===== config.mk =====
export PLATFORM = sky130hd
export DESIGN_NAME = payload_word_packer
export DESIGN_NICKNAME = d
export VERILOG_FILES = /design/src/rtl/payload_word_packer.sv
export SDC_FILE = /design/constraint.sdc
export NUM_CORES = 1
export LEC_CHECK = 0
export CORE_UTILIZATION = 62
export DETAILED_ROUTE_END_ITERATION = 16
export PLACE_DENSITY = 0.88
export REMOVE_ABC_BUFFERS = 1
export SLEW_MARGIN = 30
export SYNTH_ARGS = -nofsm -noshare
export SYNTH_HDL_FRONTEND = slang
export SYNTH_SLANG_ARGS = --single-unit

===== constraint.sdc =====
create_clock -name clk -period 6.11 [get_ports clk]
set_input_delay 0.9165 -clock clk [delete_from_list [all_inputs] [get_ports clk]]
set_output_delay 0.9165 -clock clk [all_outputs]
set_load 0.01 [all_outputs]

===== src/rtl/payload_word_packer.sv =====
// Packs an unbackpressured byte stream into WORD_BYTES-wide words and queues them (FWFT, valid/ready out).
// Optional statistics counters are enabled by defining PACKER_STATS_EN.
module payload_word_packer #(
  parameter int unsigned WORD_BYTES  = 4,
  parameter int unsigned DEPTH       = 16,
  parameter int unsigned BIG_ENDIAN  = 0,
  parameter int unsigned PAD_PARTIAL = 1,
  parameter int unsigned FILTER_ZERO = 1
) (
  input  logic                      clk,
  input  logic                      rst,
  input  logic [7:0]                s_axis_tdata,
  input  logic                      s_axis_tvalid,
  input  logic                      s_axis_tlast,
  output logic [8*WORD_BYTES-1:0]   m_data,
  output logic                      m_last,
  output logic                      m_valid,
  input  logic                      m_ready,
  output logic [$clog2(DEPTH):0]    fifo_level,
  output logic                      overflow_sticky,
  input  logic                      overflow_clr
`ifdef PACKER_STATS_EN
  ,
  output logic [15:0]               pkt_cnt,
  output logic [15:0]               word_cnt,
  output logic [15:0]               drop_cnt
`endif
);

  localparam int unsigned W  = 8 * WORD_BYTES;
  localparam int unsigned AW = $clog2(DEPTH);
  localparam int unsigned IW = (WORD_BYTES > 1) ? $clog2(WORD_BYTES) : 1;
  localparam logic [IW-1:0] LAST_LANE = IW'(WORD_BYTES - 1);

  typedef enum logic {ASSEMBLE, DISCARD} state_t;

  state_t        state_q, state_d;
  logic [IW-1:0] idx_q, idx_d;
  logic [W-1:0]  asm_q, asm_d;
  logic [AW:0]   wr_cnt_q, wr_cnt_d;
  logic [AW:0]   rd_cnt_q, rd_cnt_d;
  logic          ovf_q, ovf_d;
  logic [W-1:0]  mem_data_q [DEPTH];
  logic          mem_last_q [DEPTH];

  logic [AW:0]   level;
  logic          full;
  logic          pop;
  logic          push;
  logic          drop;
  logic          overflow;
  logic [IW-1:0] lane;
  logic [W-1:0]  word;

  assign level = wr_cnt_q - rd_cnt_q;
  assign full  = (level == (AW+1)'(DEPTH));
  assign pop   = m_valid && m_ready;

  always_comb begin
    state_d  = state_q;
    idx_d    = idx_q;
    asm_d    = asm_q;
    ovf_d    = overflow_clr ? 1'b0 : ovf_q;
    push     = 1'b0;
    drop     = 1'b0;
    overflow = 1'b0;
    lane     = (BIG_ENDIAN != 0) ? (LAST_LANE - idx_q) : idx_q;
    word     = asm_q;
    for (int unsigned i = 0; i < WORD_BYTES; i++) begin
      if (lane == IW'(i)) word[8*i +: 8] = s_axis_tdata;
    end

    if (s_axis_tvalid) begin
      unique case (state_q)
        ASSEMBLE: begin
          if (idx_q == LAST_LANE || s_axis_tlast) begin
            idx_d = '0;
            asm_d = '0;
            // Priority: partial-drop, then zero filter, then full queue.
            if (idx_q != LAST_LANE && PAD_PARTIAL == 0) begin
              drop = 1'b1;
            end else if (FILTER_ZERO != 0 && word == '0) begin
              drop = 1'b1;
            end else if (full) begin
              overflow = 1'b1;
              ovf_d    = 1'b1;
              if (!s_axis_tlast) state_d = DISCARD;
            end else begin
              push = 1'b1;
            end
          end else begin
            idx_d = idx_q + IW'(1);
            asm_d = word;
          end
        end
        DISCARD: begin
          if (s_axis_tlast) state_d = ASSEMBLE;
        end
        default: state_d = ASSEMBLE;
      endcase
    end

    wr_cnt_d = wr_cnt_q + {{AW{1'b0}}, push};
    rd_cnt_d = rd_cnt_q + {{AW{1'b0}}, pop};
  end

  always_ff @(posedge clk or posedge rst) begin
    if (rst) begin
      state_q  <= ASSEMBLE;
      idx_q    <= '0;
      asm_q    <= '0;
      wr_cnt_q <= '0;
      rd_cnt_q <= '0;
      ovf_q    <= 1'b0;
    end else begin
      state_q  <= state_d;
      idx_q    <= idx_d;
      asm_q    <= asm_d;
      wr_cnt_q <= wr_cnt_d;
      rd_cnt_q <= rd_cnt_d;
      ovf_q    <= ovf_d;
    end
  end

  always_ff @(posedge clk) begin
    if (push) begin
      mem_data_q[wr_cnt_q[AW-1:0]] <= word;
      mem_last_q[wr_cnt_q[AW-1:0]] <= s_axis_tlast;
    end
  end

  // Outputs are gated by occupancy so an empty queue presents zeros.
  assign m_valid         = (level != '0);
  assign m_data          = m_valid ? mem_data_q[rd_cnt_q[AW-1:0]] : '0;
  assign m_last          = m_valid ? mem_last_q[rd_cnt_q[AW-1:0]] : 1'b0;
  assign fifo_level      = level;
  assign overflow_sticky = ovf_q;

`ifdef PACKER_STATS_EN
  logic [15:0] pkt_cnt_q, pkt_cnt_d;
  logic [15:0] word_cnt_q, word_cnt_d;
  logic [15:0] drop_cnt_q, drop_cnt_d;

  always_comb begin
    pkt_cnt_d  = pkt_cnt_q + {15'd0, s_axis_tvalid && s_axis_tlast};
    word_cnt_d = word_cnt_q + {15'd0, push};
    drop_cnt_d = drop_cnt_q + {15'd0, drop || overflow};
  end

  always_ff @(posedge clk or posedge rst) begin
    if (rst) begin
      pkt_cnt_q  <= '0;
      word_cnt_q <= '0;
      drop_cnt_q <= '0;
    end else begin
      pkt_cnt_q  <= pkt_cnt_d;
      word_cnt_q <= word_cnt_d;
      drop_cnt_q <= drop_cnt_d;
    end
  end

  assign pkt_cnt  = pkt_cnt_q;
  assign word_cnt = word_cnt_q;
  assign drop_cnt = drop_cnt_q;
`endif

endmodule


==> qor.yml <==
status: "completed"
ys_area_um2: 22830
slew_headroom_pct: 39.38
yosysTopAreaCellShare_pct: 69.44
cts_hold_buf: 0
report.final.setup_viol: 0
synth.top_cells.by_area: "sky130_fd_sc_hd__edfxtp_1, sky130_fd_sc_hd__mux4_2, sky130_fd_sc_hd__dfrtp_1"
synth-edff-count: 528
placement_rows: 69
min_period_ns: 4.884
post_dp_cell_area_um2: 24060
worst_setup_path_endpoint: "m_data[20]"
place.gp.congestion: 0.8717
clockNetworkAreaShare_pct: 6.993
critical_path.endpoint_type: "output pin"
die_width_um: 193.9
worst_clock_skew_ns: 0.02772
mux_cell_area_share_after_synthesis_pct: 17.89
cts-resized-gates: 0
regToRegSetupSlack_ns: 1.99
antenna_left: 0
vdd_ir_drop_max_uv: 609.9
final-max-slew-violation-count: 0
postSynthRegisterBits: 574
flops: 574
synth_top_cell_by_count: "sky130_fd_sc_hd__edfxtp_1"
post_synth_inst_count: 1037
synth.comb.largest_family: "multiplexers"
ys_seq_share_pct: 74.48
fp.dieArea_um2: 37600
vias_in_the_first_global_route: 11830
crit_type: "flop to output pin"
synthesis.yosys.warnings: 0
rsz0062_at_grt: "no"
post_cts_buffers: 0
netlist.top_cell.by_area: "sky130_fd_sc_hd__edfxtp_1"
htree_num_levels: 2
cts_tree: "built"
dr.pass1.iters: 5
hp-start: "asm_q[7]"
post_synthesis_compound_gate_area_fraction_pct: 1.671
tritoncts.num_buffers: 54
grt_max_degree: 136
flow.area_growth_from_synthesis_pct: 13.40
antenna_cells_inserted: 0
hold_path_end: "asm_q[7]"
area.share.combinational_pct: 21.48
ys_sh_adder_pct: 0.7453
design.final.nets: 1156
ios: 54
seq_share_pct: 65.72
grt_pass1_wl_um: 77550
post_synth.cell_area_avg_um2: 22.02
critPathRequiredTime_ns: 5.19
critical_path_arrival_ns: 3.97
io_buffer_count: 53
tap-cell-count: 461
fillerInstances: 1931
power_leakage_nw: 8.558
final_layout_top_logic_cell: "sky130_fd_sc_hd__edfxtp_1"
drt_iter0_drc: 1344
asyncSetResetFlopFracSynth_pct: 8.014
route.detailed.vias_per_inst: 6.927
synth.top_cells.by_count: "sky130_fd_sc_hd__edfxtp_1, sky130_fd_sc_hd__mux4_2, sky130_fd_sc_hd__dfrtp_1, sky130_fd_sc_hd__nor2b_1, sky130_fd_sc_hd__mux2_2"
cts_buffer_depth: 3
holdPathStages: 2
clockBufferCount: 78
clock.latency.late_pin_ns: 0.59
timing_worst_slew_pin_value_ns: 0.9092
yosys-stat-cells: 1037
largest_cell_class: "sequential cells"
crit_start: "wr_cnt_q[0]"
p_per_area_nw_per_um2: 482.2
## through the flow
step	hold slack (ns)	instances	TNS, ns	power, mW	setup WS, ns
finish	0.5029	1636	0	12.48	1.226
detailed placement	0.4827	1533	0	9.104	1.599
floorplan	0.4338	983	-1599.37	7.842	-3.389
global route	0.5198	1636	0	12.92	1.106
CTS	0.4986	1635	0	12.54	1.196
global placement	0.4485	1533	0	9.005	1.847
## registers in the layout, summed over array words and instances (netlist names)
register	count
asm_q	32
wr_cnt_q	5
mem_data_q	512
overflow_sticky	1
rd_cnt_q	5
mem_last_q	16
idx_q	2
state_q	1
## report_power, final
group          switching [mW]  total, mW  internal, mW
registers               0.177       4.91          4.74
clock network            1.43       3.40          1.97
logic                    2.08       4.18          2.09
## cells by family after synthesis
family / count (synthesis)
compound gates: 46
xor+xnor: 10
fa+ha+maj: 13
buf+inv: 70
flops: 574
mux: 198
simple gates: 126
## routing by layer
layer	global-route usage (%)	routed length (um)
met1	39.14	19170
met2	47.63	26400
met3	5.131	4822
met4	10.05	1770
met5	0	10
## worst max-delay path: stages, from the launching register on
cell and delay, ns:
sky130_fd_sc_hd__dfrtp_1 0.50, sky130_fd_sc_hd__inv_1 0.16, sky130_fd_sc_hd__ha_1 0.25, sky130_fd_sc_hd__fa_1 0.49
sky130_fd_sc_hd__inv_1 0.06, sky130_fd_sc_hd__nor3_2 0.19, sky130_fd_sc_hd__or4b_4 0.52, sky130_fd_sc_hd__a22oi_2 0.19
sky130_fd_sc_hd__buf_4 0.35, sky130_fd_sc_hd__nor2b_1 0.12, sky130_fd_sc_hd__clkdlybuf4s50_1 0.53
Metal 1:
Cells faint in the background.
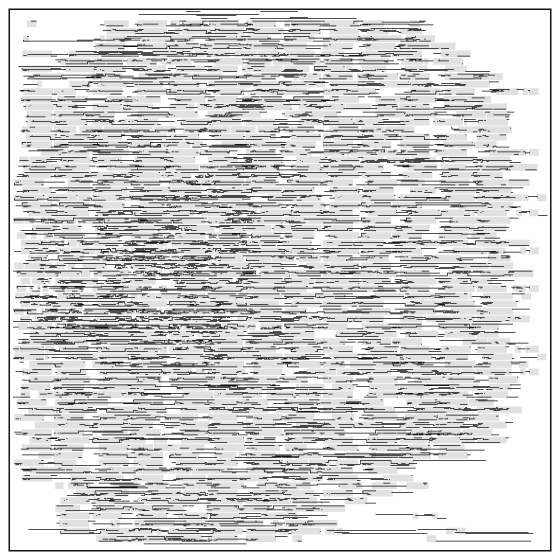
The layer carries 19200 um of wire. The longest straight run is 48.8 um. The wires run mostly horizontal. The layer holds 37% of the routed length.
Total Routed Length: 52170 um
met1 Track Usage GR: 39.14%
via count: 11330

M2 wires:
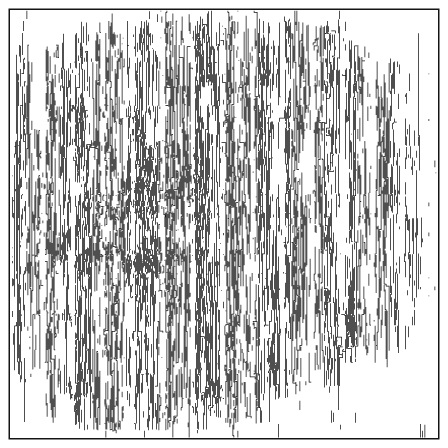
The longest straight run is 131 um. The wires run mostly vertical. The layer holds 51% of the routed length. The layer carries 26.4 mm of wire. 1101 nets have wire on it.

Met4 routing:
Cells faint in the background.
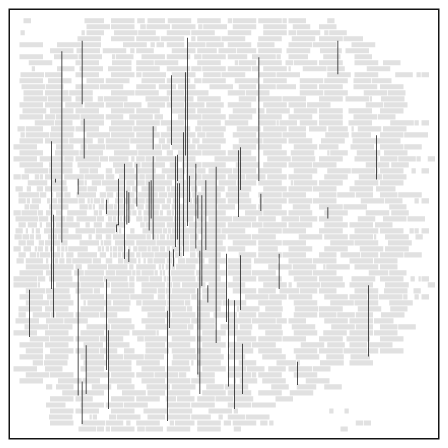
The layer carries 1770 um of wire. The wires run mostly vertical.

Cell area per tile:
Bar = 50 um. The die is cut into 19 by 19 equal tiles; dark blue is low, red is high, 0 to 100% covered.
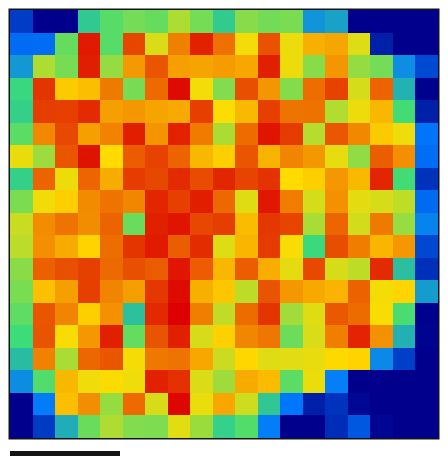
7.5% of the tiles are nearly empty. The mean over all tiles is 67%. The fullest tile reaches 100%.
area of the core: 35910 um^2
initial standard-cell utilization of the core: 63.57%
Post-Route Utilization: 72.09%

Power figures rest on the tool's default switching activity, not on a simulated workload.
